**config.mk**
```make
export PLATFORM = sky130hd
export DESIGN_NAME = mem_request_arbiter
export DESIGN_NICKNAME = d
export VERILOG_FILES = /design/src/rtl/mem_arb_pkg.sv /design/src/rtl/rr_picker.sv /design/src/rtl/mem_request_arbiter.sv
export SDC_FILE = /design/constraint.sdc
export NUM_CORES = 1
export LEC_CHECK = 0
export CAP_MARGIN = 10
export CORE_ASPECT_RATIO = 0.8
export CORE_MARGIN = 2
export CORE_UTILIZATION = 38
export DETAILED_ROUTE_END_ITERATION = 6
export HOLD_SLACK_MARGIN = 0.12
export PLACE_DENSITY = 0.78
export SYNTH_ARGS = -nofsm -noshare
export SYNTH_HDL_FRONTEND = slang
export SYNTH_SLANG_ARGS = --single-unit
```
**constraint.sdc**
```tcl
create_clock -name clock -period 2.08 [get_ports clock]
set_clock_uncertainty 0.05 [all_clocks]
set_input_delay 0.208 -clock clock [delete_from_list [all_inputs] [get_ports clock]]
set_output_delay 0.208 -clock clock [all_outputs]
set_load 0.01 [all_outputs]
```
**src/rtl/mem_arb_pkg.sv**
```systemverilog
// Shared types and default widths for the memory request arbiter.
package mem_arb_pkg;

  typedef enum logic [1:0] {IDLE, BUSY, RELEASE} mem_arb_state_e;
  typedef enum logic {OP_READ, OP_WRITE} mem_op_e;

  localparam int unsigned MEM_ARB_NUM_PORTS      = 2;
  localparam int unsigned MEM_ARB_ADDR_WIDTH     = 32;
  localparam int unsigned MEM_ARB_DATA_WIDTH     = 32;
  localparam int unsigned MEM_ARB_TIMEOUT_CYCLES = 255;

endpackage

```
**src/rtl/rr_picker.sv**
```systemverilog
// Combinational round-robin picker: scans from last_grant_i+1 upward
// (wrapping at NUM_PORTS) and reports the first active requester.
module rr_picker #(
  parameter int unsigned NUM_PORTS = 2,
  parameter int unsigned IDX_W     = $clog2(NUM_PORTS)
) (
  input  logic [NUM_PORTS-1:0] active_i,
  input  logic [IDX_W-1:0]     last_grant_i,
  output logic                 found_o,
  output logic [IDX_W-1:0]     winner_o
);

  // First active port after last_grant_i in circular order
  always_comb begin
    int unsigned idx;
    logic [IDX_W-1:0] sel;
    found_o  = 1'b0;
    winner_o = '0;
    idx      = 0;
    sel      = '0;
    for (int unsigned k = 1; k <= NUM_PORTS; k++) begin
      idx = 32'(last_grant_i) + k;
      if (idx >= NUM_PORTS) idx = idx - NUM_PORTS;
      sel = IDX_W'(idx);
      if (!found_o && active_i[sel]) begin
        found_o  = 1'b1;
        winner_o = sel;
      end
    end
  end

endmodule

```
**src/rtl/mem_request_arbiter.sv**
```systemverilog
// Round-robin arbiter sharing one registered memory bus between NUM_PORTS
// requesters using level-held requests and a 4-phase ready/done handshake.
// Optional: define MEM_ARB_TIMEOUT_EN to abort BUSY after TIMEOUT_CYCLES
// with a one-hot req_error response.
module mem_request_arbiter
  import mem_arb_pkg::*;
#(
  parameter int unsigned NUM_PORTS      = MEM_ARB_NUM_PORTS,
  parameter int unsigned ADDR_WIDTH     = MEM_ARB_ADDR_WIDTH,
  parameter int unsigned DATA_WIDTH     = MEM_ARB_DATA_WIDTH,
  parameter int unsigned TIMEOUT_CYCLES = MEM_ARB_TIMEOUT_CYCLES,
  localparam int unsigned GW            = $clog2(NUM_PORTS)
) (
  input  logic                            clock,
  input  logic                            reset,
  input  logic [NUM_PORTS-1:0]            req_read,
  input  logic [NUM_PORTS-1:0]            req_write,
  input  logic [NUM_PORTS*ADDR_WIDTH-1:0] req_address,
  input  logic [NUM_PORTS*DATA_WIDTH-1:0] req_wdata,
  output logic [DATA_WIDTH-1:0]           req_rdata,
  output logic [NUM_PORTS-1:0]            req_ready,
  output logic [NUM_PORTS-1:0]            req_done,
  output logic [NUM_PORTS-1:0]            req_error,
  output logic [ADDR_WIDTH-1:0]           mem_address,
  output logic                            mem_read,
  output logic                            mem_write,
  output logic [DATA_WIDTH-1:0]           mem_wdata,
  input  logic [DATA_WIDTH-1:0]           mem_rdata,
  input  logic                            mem_ready,
  input  logic                            mem_done,
  output logic [GW-1:0]                   grant_id
);

  mem_arb_state_e          state_q;
  mem_op_e                 op_q;
  logic [GW-1:0]           g_q;
  logic [GW-1:0]           last_grant_q;
  logic                    discard_q;
  logic [ADDR_WIDTH-1:0]   mem_address_q;
  logic [DATA_WIDTH-1:0]   mem_wdata_q;
  logic                    mem_read_q;
  logic                    mem_write_q;
  logic [DATA_WIDTH-1:0]   req_rdata_q;
  logic [NUM_PORTS-1:0]    req_ready_q;
  logic [NUM_PORTS-1:0]    req_done_q;

  logic [NUM_PORTS-1:0]    active;
  logic                    pick_found;
  logic [GW-1:0]           pick_idx;
  logic [ADDR_WIDTH-1:0]   pick_addr;
  logic [DATA_WIDTH-1:0]   pick_wdata;
  logic                    mem_complete;
  logic                    discard_d;

`ifdef MEM_ARB_TIMEOUT_EN
  localparam int unsigned CW_RAW = $clog2(TIMEOUT_CYCLES + 1);
  localparam int unsigned CW     = (CW_RAW < 8) ? 8 : CW_RAW;
  logic [CW-1:0]           cnt_q;
  logic [NUM_PORTS-1:0]    req_error_q;
`else
  localparam int unsigned unused_timeout_cycles = TIMEOUT_CYCLES;
`endif

  assign active = req_read | req_write;

  rr_picker #(
    .NUM_PORTS (NUM_PORTS),
    .IDX_W     (GW)
  ) u_picker (
    .active_i     (active),
    .last_grant_i (last_grant_q),
    .found_o      (pick_found),
    .winner_o     (pick_idx)
  );

  // Route the winning port's address and write data to the latch inputs
  always_comb begin
    pick_addr  = '0;
    pick_wdata = '0;
    for (int unsigned i = 0; i < NUM_PORTS; i++) begin
      if (pick_idx == GW'(i)) begin
        pick_addr  = req_address[i*ADDR_WIDTH +: ADDR_WIDTH];
        pick_wdata = req_wdata[i*DATA_WIDTH +: DATA_WIDTH];
      end
    end
  end

  // Completion qualifier for the current op, and response-discard decision
  always_comb begin
    mem_complete = (op_q == OP_WRITE) ? mem_done : mem_ready;
    discard_d    = discard_q | ~active[g_q];
  end

  // Arbiter FSM with registered memory-side and response outputs.
  // A request dropped during BUSY keeps the memory strobe up until the
  // memory completes, then returns straight to IDLE with no response.
  always_ff @(posedge clock) begin
    if (reset) begin
      state_q       <= IDLE;
      op_q          <= OP_READ;
      g_q           <= '0;
      last_grant_q  <= GW'(NUM_PORTS - 1);
      discard_q     <= 1'b0;
      mem_address_q <= '0;
      mem_wdata_q   <= '0;
      mem_read_q    <= 1'b0;
      mem_write_q   <= 1'b0;
      req_rdata_q   <= '0;
      req_ready_q   <= '0;
      req_done_q    <= '0;
`ifdef MEM_ARB_TIMEOUT_EN
      cnt_q         <= '0;
      req_error_q   <= '0;
`endif
    end else begin
      case (state_q)
        IDLE: begin
          if (pick_found) begin
            g_q           <= pick_idx;
            mem_address_q <= pick_addr;
            mem_wdata_q   <= pick_wdata;
            discard_q     <= 1'b0;
            if (req_write[pick_idx]) begin
              op_q        <= OP_WRITE;
              mem_write_q <= 1'b1;
            end else begin
              op_q        <= OP_READ;
              mem_read_q  <= 1'b1;
            end
`ifdef MEM_ARB_TIMEOUT_EN
            cnt_q         <= '0;
`endif
            state_q       <= BUSY;
          end
        end
        BUSY: begin
          if (mem_complete) begin
            mem_read_q   <= 1'b0;
            mem_write_q  <= 1'b0;
            last_grant_q <= g_q;
            if (discard_d) begin
              state_q <= IDLE;
            end else begin
              if (op_q == OP_READ) begin
                req_rdata_q      <= mem_rdata;
                req_ready_q[g_q] <= 1'b1;
              end else begin
                req_done_q[g_q]  <= 1'b1;
              end
              state_q <= RELEASE;
            end
          end
`ifdef MEM_ARB_TIMEOUT_EN
          else if (cnt_q == CW'(TIMEOUT_CYCLES - 1)) begin
            mem_read_q   <= 1'b0;
            mem_write_q  <= 1'b0;
            last_grant_q <= g_q;
            if (discard_d) begin
              state_q <= IDLE;
            end else begin
              req_error_q[g_q] <= 1'b1;
              state_q          <= RELEASE;
            end
          end
`endif
          else begin
`ifdef MEM_ARB_TIMEOUT_EN
            cnt_q <= cnt_q + 1'b1;
`endif
            if (!active[g_q]) discard_q <= 1'b1;
          end
        end
        RELEASE: begin
          if (!active[g_q]) begin
            req_rdata_q <= '0;
            req_ready_q <= '0;
            req_done_q  <= '0;
`ifdef MEM_ARB_TIMEOUT_EN
            req_error_q <= '0;
`endif
            state_q     <= IDLE;
          end
        end
        default: state_q <= IDLE;
      endcase
    end
  end

  assign mem_address = mem_address_q;
  assign mem_wdata   = mem_wdata_q;
  assign mem_read    = mem_read_q;
  assign mem_write   = mem_write_q;
  assign req_rdata   = req_rdata_q;
  assign req_ready   = req_ready_q;
  assign req_done    = req_done_q;
  assign grant_id    = (state_q == IDLE) ? '0 : g_q;
`ifdef MEM_ARB_TIMEOUT_EN
  assign req_error   = req_error_q;
`else
  assign req_error   = '0;
`endif

endmodule

```
==> impl_metrics.env, run 1 <==
# flow metrics
export IMPL_pre_cts_slack_ps=-28.4
export IMPL_start_kind="register"
export IMPL_timing_rr_start="state_q[0]"
export IMPL_power_top_group="registers"
export IMPL_final_cells=912
export IMPL_ys_sh_adder=0
export IMPL_routed_wl_um=14500
export IMPL_avgViaCountPerCell=5.08
export IMPL_min_to="op_q"
export IMPL_max_freq_mhz=524
export IMPL_top_area_frac=0.462
export IMPL_vias=4636
export IMPL_place_inst=897
export IMPL_flops=108
export IMPL_ys_chip_area_um2=4680
export IMPL_postSynthAreaPerCell_um2=9.39
export IMPL_synth_cell_types=36
export IMPL_top_cell="dfxtp_1"
export IMPL_ff2ff_path_depth=5
export IMPL_ys_ff=108
export IMPL_tool_warnings=26
export IMPL_die_area_um2=13200
export IMPL_rrSetupSlack_ps=170
export IMPL_p_per_area_nw_per_um2=765
export IMPL_hp_start="reset"
export IMPL_pg_comb_mw=1.74
export IMPL_dominant_cells="buffers"
export IMPL_fin_tns_setup_ps=0
export IMPL_ys_cells=498
export IMPL_synthMuxAreaShare=0.139
export IMPL_path_clk_slew_ps=70
export IMPL_grt_pass1_vias=4354
export IMPL_slew_violations=0
export IMPL_wl_per_cell_um=15.8
export IMPL_placedInstanceArea_um2=7510
export IMPL_ys_sh_aoi=0.177
export IMPL_io_pins=273
export IMPL_syn_cell_area_um2=4680
export IMPL_regArea_um2=2160
export IMPL_period_used=0.918
export IMPL_well_tap_count=152
export IMPL_comb_share=0.281
export IMPL_powerClk_mw=1.82
export IMPL_outcome="finished clean"
export IMPL_finalHoldViolCount=0
export IMPL_cts_resized=0
run 1: through the flow:
step	util	hold slack, ps
2_1_floorplan	-	294
3_3_place_gp	0.622	392
3_5_place_dp	0.622	395
4_1_cts	0.648	216
5_1_grt	0.648	264
6_report	0.648	226
run 1: critical path, delay by kind of cell, from the launching register on:
family,cells,cell delay (ps)
flip-flops,1,370
buffers and inverters,1,250
AND-OR/OR-AND,1,140
AND/OR/NAND/NOR,3,1020
run 1: state kept, by name, summed over array words and instances, names as in the netlist:
name and count:
g_q 1, discard_q 1, last_grant_q 1, req_done 2, op_q 1, mem_address 32
mem_read 1, mem_write 1, mem_wdata 32, state_q 2, req_ready 2, req_rdata 32
run 1: cells in the final DEF (no fill, tap or decap), types with 2 or more instances in the layout:
cell             instances
clkdlybuf4s50_1        269
dfxtp_1                108
nor2_1                  73
mux2i_1                 65
a211oi_1                56
nand2_1                 35
a21oi_1                 35
nand3_1                 32
buf_4                   18
a211oi_2                 9
clkbuf_16                9
buf_12                   6
nor2b_1                  4
nor3_1                   4
nor3b_1                  3
nand2b_1                 3
a2bb2oi_1                3
inv_1                    2
a41oi_1                  2
nand3b_1                 2
conb_1                   2
bufinv_16                2
run 1: layer usage:
metal  share of wire  GRT usage  vias up  wire length, um
met5               0          0        -                0
met4           0.019     0.0651        0              273
met3           0.073     0.0607       19             1050
met2            0.50      0.370      191             7250
met1            0.41      0.238     2142             5880
li1                -          -     2284                -
run 1: logic make-up after synthesis:
kind of cell / count (synthesis)
AOI/OAI and AO/OA: 114
buffers and inverters: 49
DFF: 108
muxes: 65
other: 1
and+or+nand+nor: 161
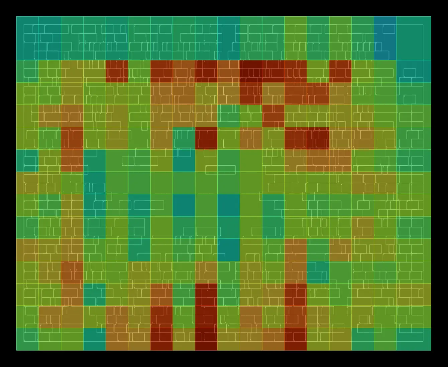
(run_1/final_congestion.png)
Core Util, Final: 0.648
met3 Usage GRT: 0.0607
global-route met1 utilization: 0.238

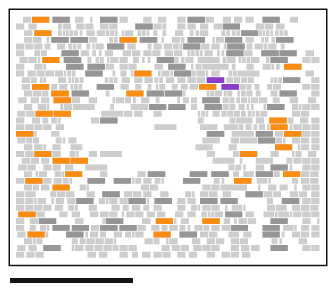
(run_1/registers.png)
Bar = 50 um. Other sequential cells in the stronger grey, the rest of the logic in the fainter grey.
Key: state_q = purple [sequential cells 2]; mem_address = orange [sequential cells 32, where all over the die]
Another 74 sequential cells are not coloured.

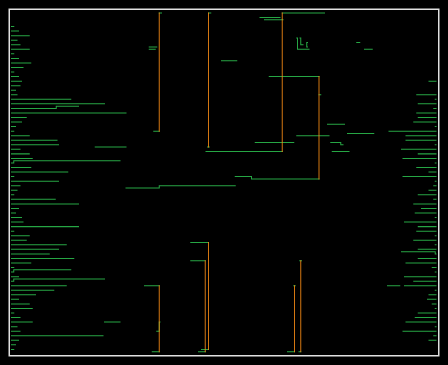
(run_1/metal_stack.png)
Only two layers are drawn.
Key: met3 = green [wire length 1050 um]; met4 = orange [wire length 273 um]

==> run_1/gate_families.png <==
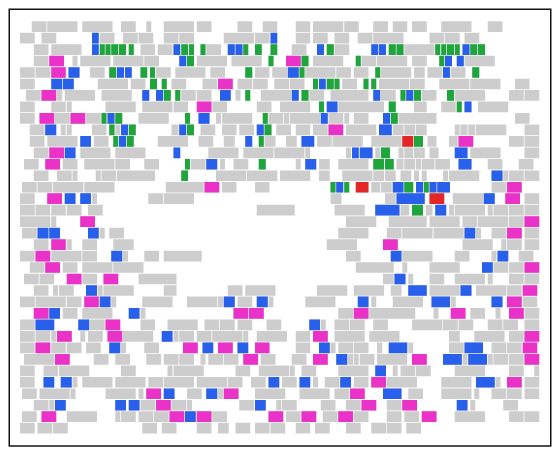

## Run 2: what changed since run 1
SYNTH_HIERARCHICAL = 1   (was unset)
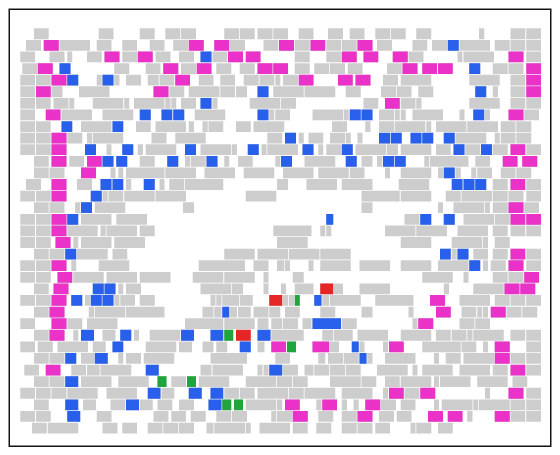
(run_2/gate_families.png)
Key: multiplexers = magenta [cells 86, where all over the die]; inverting AOI/OAI gates = blue [cells 86]; NAND gates = green [cells 7, where south]; AND-OR and OR-AND gates = red [cells 3]

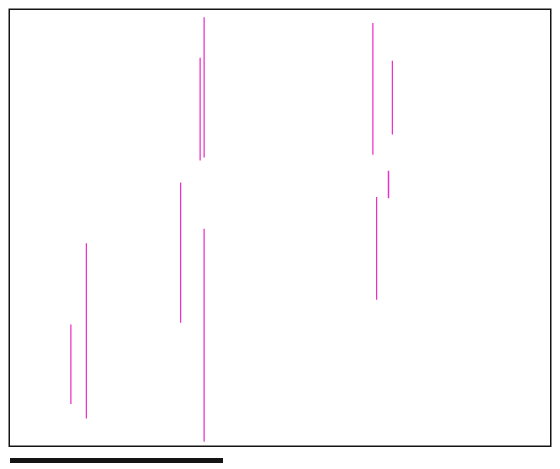
(run_2/met4.png)
Bar = 50 um.
The layer holds 2.0% of the routed length. The longest straight run is 49.6 um. The layer carries 275 um of wire.

==> impl_metrics.env, run 2 <==
# flow metrics
export IMPL_die_w_um=127
export IMPL_period_used=0.917
export IMPL_regArea_um2=2160
export IMPL_dominant_cells="buffers"
export IMPL_start_kind="register"
export IMPL_top_area_frac=0.473
export IMPL_placedInstanceArea_um2=7580
export IMPL_die_area_um2=12900
export IMPL_slew_violations=0
export IMPL_final_cells=876
export IMPL_well_tap_count=148
export IMPL_syn_cell_area_um2=4570
export IMPL_routed_wl_um=13500
export IMPL_avgViaCountPerCell=4.87
export IMPL_postSynthAreaPerCell_um2=9.99
export IMPL_io_pins=273
export IMPL_final_cell_mix="clkdlybuf4s50_1, dfxtp_1, nor2_1"
export IMPL_finalHoldViolCount=0
export IMPL_synth_cell_types=36
export IMPL_fin_tns_setup_ps=0
export IMPL_grt_pass1_vias=4204
export IMPL_vias=4265
export IMPL_outcome="finished clean"
export IMPL_tool_warnings=26
export IMPL_comb_share=0.281
export IMPL_pre_cts_slack_ps=-50.3
export IMPL_place_inst=861
export IMPL_crit_buf_inv=1
export IMPL_layout_cells_most_common="clkdlybuf4s50_1"
export IMPL_ys_cells=458
export IMPL_ys_ff=108
export IMPL_path_clk_slew_ps=60
run 2: netlist changes by cell type in the layout (fill, tap and decap cells not counted), moves of 8 or more:
cell / delta
nand3_1: -32
nor2_1: +24
nand2_1: -34
a211oi_2: -9
a211oi_1: +8
or2b_2: +9
o2bb2ai_1: +12
mux2i_1: +20
a21oi_1: -30
run 2: logic make-up after synthesis:
group	Yosys count
mux	86
other cells	1
buf+inv	42
flops	108
simple gates	132
compound gates	89
run 2: power groups by stage:
stage | Combinational, mW | Clock, mW | Sequential (mW)
3_5_place_dp | 2.09 | 0 | 2.54
3_3_place_gp | 2.04 | 0 | 2.53
4_1_cts | 2.09 | 1.67 | 2.50
6_report | 2.07 | 1.63 | 2.50
2_1_floorplan | 0.792 | 0 | 2.65
5_1_grt | 2.24 | 1.76 | 2.53
run 2: stage by stage:
stage	hold slack, ps	utilization
2_1_floorplan	275	-
3_3_place_gp	400	0.651
3_5_place_dp	415	0.651
4_1_cts	183	0.675
5_1_grt	194	0.676
6_report	193	0.676
run 2: path summary, 6_finish.rpt:
check           startpoint  cells past startpoint  slack [ps]       endpoint
min reg2reg  req_rdata[30]                      2         430  req_rdata[30]
max reg2reg            g_q                      5         170  req_rdata[19]
min                  reset                      3         190   req_rdata[2]
max                    g_q                      5         170  req_rdata[19]
run 2: routing by layer:
metal | GRT usage | part of all wire | vias to the layer above
li1 | - | - | 2161
met1 | 0.229 | 0.40 | 1909
met2 | 0.366 | 0.49 | 174
met3 | 0.0634 | 0.082 | 21
met4 | 0.0685 | 0.020 | 0
met5 | 0 | 0 | -
run 2: what timing repair did:
action / CTS / global route
buffers inserted: 0 / 1
setup endpoints to repair: 0 / 12
resized: 0 / 0
hold buffers: 0 / 0
==> run_2/metal_stack.png <==
Only two layers are drawn.
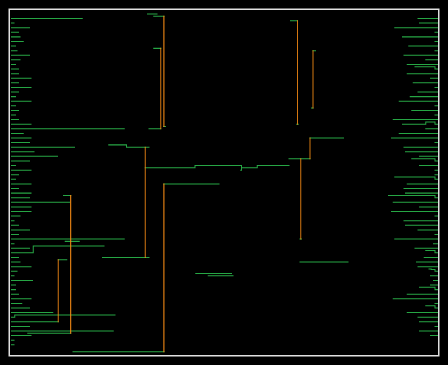

## Run 3: what changed since run 2
--- a/config.mk
+++ b/config.mk
@@ -10,6 +10,6 @@
 export CORE_MARGIN = 2
-export CORE_UTILIZATION = 38
+export CORE_UTILIZATION = 41
 export DETAILED_ROUTE_END_ITERATION = 6
 export HOLD_SLACK_MARGIN = 0.12
-export PLACE_DENSITY = 0.78
+export PLACE_DENSITY = 0.84
 export SYNTH_ARGS = -nofsm -noshare
==> constraint.sdc (replaced) <==
create_clock -name clock -period 2.2 [get_ports clock]
set_clock_uncertainty 0.05 [all_clocks]
set_input_delay 0.44 -clock clock [delete_from_list [all_inputs] [get_ports clock]]
set_output_delay 0.44 -clock clock [all_outputs]
set_load 0.01 [all_outputs]
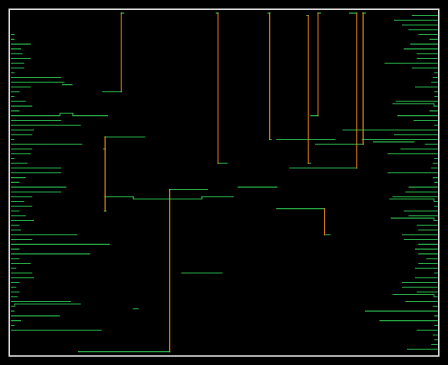
(run_3/metal_stack.png)
Only two layers are drawn.
Key: met3 = green [wire length 1180 um]; met4 = orange [wire length 329 um]

==> impl_metrics.env, run 3 <==
# flow metrics
export IMPL_final_cells=870
export IMPL_layout_cells_most_common="clkdlybuf4s50_1"
export IMPL_outcome="finished clean"
export IMPL_ff2ff_path_depth=4
export IMPL_whs_ps=407
export IMPL_relSlewSlack=0.488
export IMPL_path_clk_slew_ps=70
export IMPL_final_cell_mix="clkdlybuf4s50_1, dfxtp_1, nor2_1"
export IMPL_hold_buffers=0
export IMPL_vias=4381
export IMPL_final_util=0.719
export IMPL_tool_warnings=26
export IMPL_syn_cell_area_um2=4570
export IMPL_rrSetupSlack_ps=160
export IMPL_hp_start="reset"
export IMPL_pre_cts_slack_ps=-200
export IMPL_placedInstanceArea_um2=7510
export IMPL_crit_start="state_q[1]"
export IMPL_avgViaCountPerCell=5.04
export IMPL_timing_rr_start="state_q[1]"
export IMPL_postSynthAreaPerCell_um2=9.99
export IMPL_grt_pass1_vias=4458
export IMPL_die_w_um=122
export IMPL_place_inst=853
export IMPL_ys_ff=108
export IMPL_postCtsSetupBuffers=0
export IMPL_wl_per_cell_um=16.2
export IMPL_min_to="req_rdata[31]"
export IMPL_slew_violations=0
export IMPL_top_area_frac=0.473
export IMPL_finalHoldViolCount=0
export IMPL_reg2reg_to="req_rdata[3]"
export IMPL_die_area_um2=12000
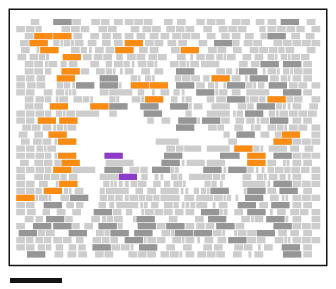
(run_3/registers.png)
Bar = 20 um. Other sequential cells in the stronger grey, the rest of the logic in the fainter grey.
Key: mem_address = orange [sequential cells 32]; state_q = purple [sequential cells 2]
Another 74 sequential cells are not coloured.

[run 3: power by group through the flow]
| stage | clock [mW] | sequential (mW) | combinational [mW] |
|---|---|---|---|
| after floorplan | 0 | 2.50 | 0.749 |
| after CTS | 1.61 | 2.36 | 1.91 |
| after detailed placement | 0 | 2.41 | 1.89 |
| after global placement | 0 | 2.39 | 1.85 |
| final | 1.57 | 2.36 | 1.92 |
| after global routing | 1.71 | 2.39 | 2.06 |
[run 3: critical path, stage by stage (launching register included)]
cell             delay [ps]
dfxtp_1                 470
nor2_1                   90
nor2_1                  110
clkdlybuf4s50_1         550
[run 3: cell families (layout without fill, tap and decap cells)]
group / Yosys count / after routing / share of synthesized area
multiplexers: 86 / 86 / 0.188
flip-flops: 108 / 108 / 0.473
AND-OR/OR-AND: 89 / 89 / 0.149
AND/OR/NAND/NOR: 132 / 132 / 0.142
other: 1 / 2 / 0.000820
buffers and inverters: 42 / 309 / 0.0476
[run 3: cell type report]
class                      instances  area, um2  share of cell area
clock inverter                     6       65.1             0.00831
sequential                       108       2160               0.276
tap                              144        180              0.0230
clock buffer                      10        229              0.0292
inverter                           2       7.51            0.000959
multi-input combinational        309       2220               0.284
timing repair buffer             291       2960               0.379
[run 3: metal layers]
| metal | global-route usage | routed length (um) |
|---|---|---|
| met1 | 0.238 | 5400 |
| met2 | 0.420 | 7220 |
| met3 | 0.0723 | 1180 |
| met4 | 0.0760 | 329 |
| met5 | 0 | 0 |
[run 3: worst max path at each step]
stage / to
6_report: grant_id
5_1_grt: req_rdata[3]
4_1_cts: grant_id
3_5_place_dp: mem_wdata[13]
3_3_place_gp: g_q
2_1_floorplan: state_q[0]
[run 3: what timing repair did]
item	4_1_cts	5_1_grt
hold endpoints to repair	0	0
setup endpoints to repair	0	17
resized	0	3
No activity file was given, so power comes from the tool's default toggle rates.
